Cell classes on the final placement:
Fill, decap, tap and diode cells in gray.
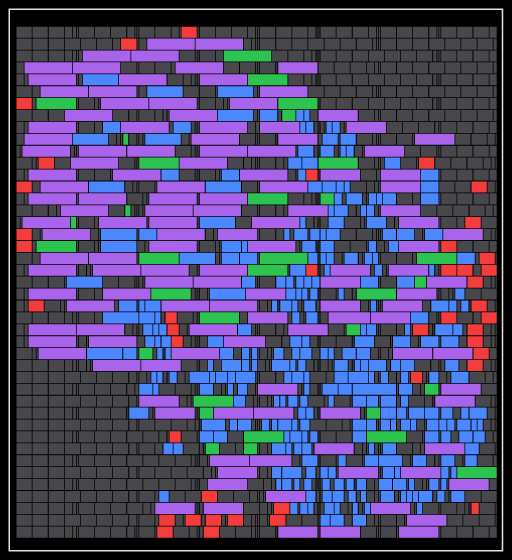
The clock network:
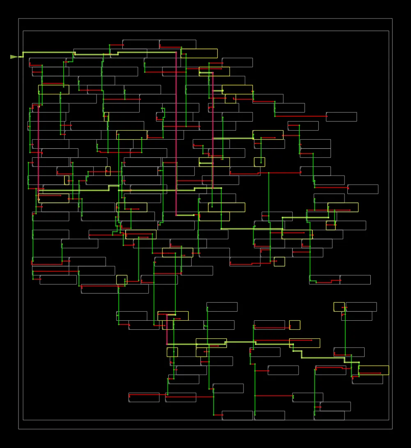
Sequential cells grouped by signal name:
Bar = 20 um.
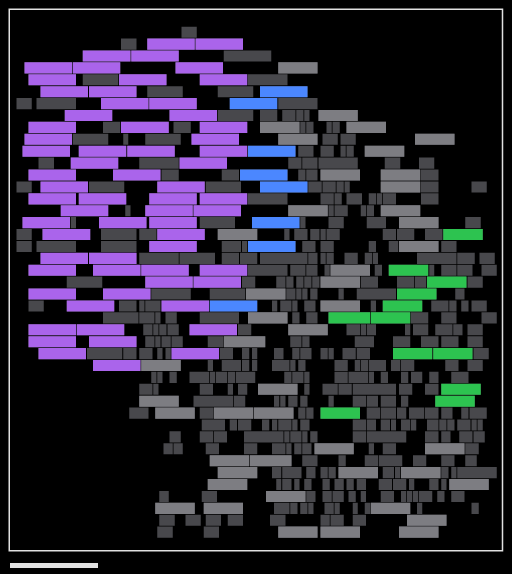
Clock network drawn from the DEF:
Bar = 20 um.
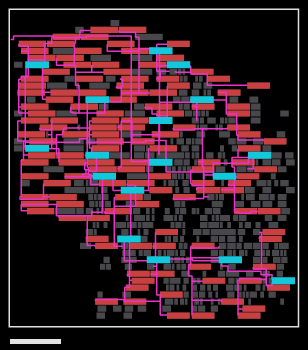
Signal wires by layer:
Bar = 20 um. Only two layers are drawn.
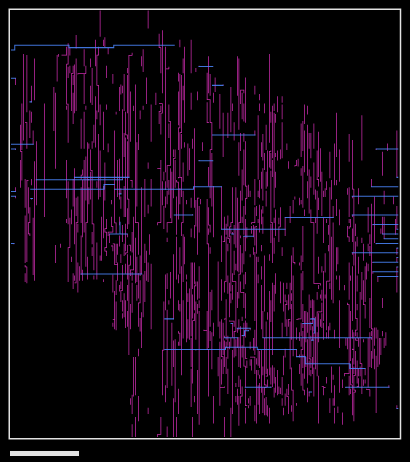
Design rs232_tx_fifo, sky130hd; sources not shown.
==> run summary <==
Implementation run completed; key figures follow.

Die:
- The run gives the area of the chip as ~14000 um2.
- The run puts the chip height at approximately 120 um.
- The run puts the number of top-level pins at 36.
- From left edge to right edge, the die measures 112 um.

Global routing:
- met2 is the most crowded layer.
- For this run, global-route usage on met2 was measured as 0.327.

Synthesis:
- The run gives the post-synthesis area per instance as roughly 13 um2.
- The run gives the post-synth area from yosys stat as around 6000 um2.
- Counting every instance in the synthesized netlist gives approximately 460.
- The run gives the synthesis warning total as 0.
- Summed over all instances, the cell type with the most area after synthesis is sky130_fd_sc_hd__edfxtp_1.
- The run gives the area share of fa/ha/maj cells after synthesis as 0.0145.
- The run puts the net count after synthesis at between 400 and 500.
- The run puts the area fraction in xor and xnor cells at 0.0581.
- The run gives the count of different cell masters after synthesis as approximately 63.
- The run gives the number of flops mapped to enable cells by yosys as approximately 72.

Power and ir drop:
- The run gives the static leakage power as around 2.6 nW.
- The run puts the ratio of total power to cell area at roughly 710 nW/um2.

Status:
- The run finished with clean final reports.

Place:
- The run puts the total instance count after detailed placement at approximately 630.
- The placed instances occupy a cell area of ~6500 um2.
- The run gives the placed wire-length estimate after detailed placement as between 7000 and 8000 um.

Final timing:
- The run gives the worst-case hold slack as about 0.28 ns.
- The run gives the transition at the pin with the smallest max-transition slack as between 0.9 and 1 ns.
- The run gives the count of final hold-check violations as 0.

CTS:
- The run gives the clock tree root buffer cell as sky130_fd_sc_hd__clkbuf_16.
- The run gives the count of instances resized after the clock tree is built as 0.
- The run puts the post-CTS clock slew at the launch and capture registers of the worst setup and hold paths at about 0.06 ns.
- The run puts the maximum buffer depth of the clock tree at 2.
- The run gives the number of hold buffers added after CTS as 0.
- TritonCTS built the clock tree.

Worst setup path:
- The run gives the count of cells along the worst register-to-register path as 11.
- At the worst endpoint, the required time is between 4 and 5 ns.
- The run gives the critical path launch point type as a flop.

Final layout:
- The final report lists a non-filler cell total of ~660.
- Per the final layout report, the fraction of cells sized above drive strength 1 comes to 0.159.
- The top cell type in the final layout, fill and taps aside, is sky130_fd_sc_hd__edfxtp_1.

Routing:
- The violation tally recorded at the end of detailed-routing iteration 0 is roughly 200.
-- 'cell classes on the final placement' (at the start) --
legend:
  red:
    class: remaining buffers and delay cells
    cells: 42
    share_of_their_area: 5.8%
  green:
    class: clock drivers and dummy loads
    cells: 32
    share_of_their_area: 8.4%
  purple:
    class: registers
    cells: 129
    share_of_their_area: 52%
  blue:
    class: remaining logic cells
    cells: 301
    share_of_their_area: 34%
core region area: 12900 um2
register fraction of the total cell area: 0.506
final design instance area without fill: 7100 um2
# rows: 43
post-layout utilization of the core: 0.552

-- 'the clock network' (at the start) --
CTS Sinks: 129
flip-flops: 129
TritonCTS Buffers: 17

-- 'sequential cells grouped by signal name' (at the start) --
legend:
  green:
    name_in_the_netlist: div_l
    placed_flops: 12
    where: east
  blue:
    name_in_the_netlist: rd_data
    placed_flops: 8
  purple:
    name_in_the_netlist: mem
    placed_flops: 64
not colored: 45
flip-flop and latch power: 2.09 mW
area of all sequential standard cells: 3590 um2

-- 'clock network drawn from the DEF' (at the start) --
legend:
  red:
    item: flip-flops
    count: 129
  cyan:
    item: clock-net drivers
    count: 17
  magenta:
    item: clock wires
    length: 1640 um
flops lie: all over the die
Skew-Pair Late Insertion Delay: 0.42 ns
clock network fraction of total power: 0.292

-- 'signal wires by layer' (at the start) --
legend:
  magenta:
    layer: M2
    wire_length: 5970 um
  blue:
    layer: M3
    wire_length: 481 um
via total after detailed routing: 3739
total routing resource utilization after global routing: 0.193
DRT Wirelength: 11600 um
Avg WL per Cell: 17.5 um

## report_power, final
group | switching (mW) | internal (mW) | leakage (nW)
combinational | 0.689 | 0.786 | 0.959
clock | 0.578 | 0.892 | 0.281
sequential | 0.389 | 1.70 | 1.38
## cells by family after synthesis
group,count (synthesis)
flops,129
compound gates,58
mux,50
fa+ha+maj,7
simple gates,133
xor+xnor,40
buf+inv,40
## final cells by class
cell class                      count  area, um2
Tap cell                          157        196
Inverter                           13       48.8
Clock inverter                     14        154
Sequential cell                   129       3590
Clock buffer                       18        429
Fill cell                        1022       5760
Multi-Input combinational cell    288       2280
Timing Repair Buffer               42        398
## critical path, cell delays in order, from the launching register on
cell and delay (ns):
sky130_fd_sc_hd__dfrtp_1 0.45, sky130_fd_sc_hd__inv_1 0.09, sky130_fd_sc_hd__ha_1 0.26, sky130_fd_sc_hd__or3b_2 0.48, sky130_fd_sc_hd__nor3_1 0.18, sky130_fd_sc_hd__a31oi_1 0.16
sky130_fd_sc_hd__a2111oi_4 0.33, sky130_fd_sc_hd__nand3_2 0.15, sky130_fd_sc_hd__a21o_1 0.34, sky130_fd_sc_hd__inv_2 0.53, sky130_fd_sc_hd__xnor2_1 0.20, sky130_fd_sc_hd__nor4b_2 0.30
## per-layer routing
metal | vias to the layer above | part of all wire
met5 | - | 0
met4 | 0 | 0.015
met3 | 18 | 0.042
met2 | 76 | 0.52
met1 | 1892 | 0.43
li1 | 1753 | -
Power and IR drop assume default switching activity.
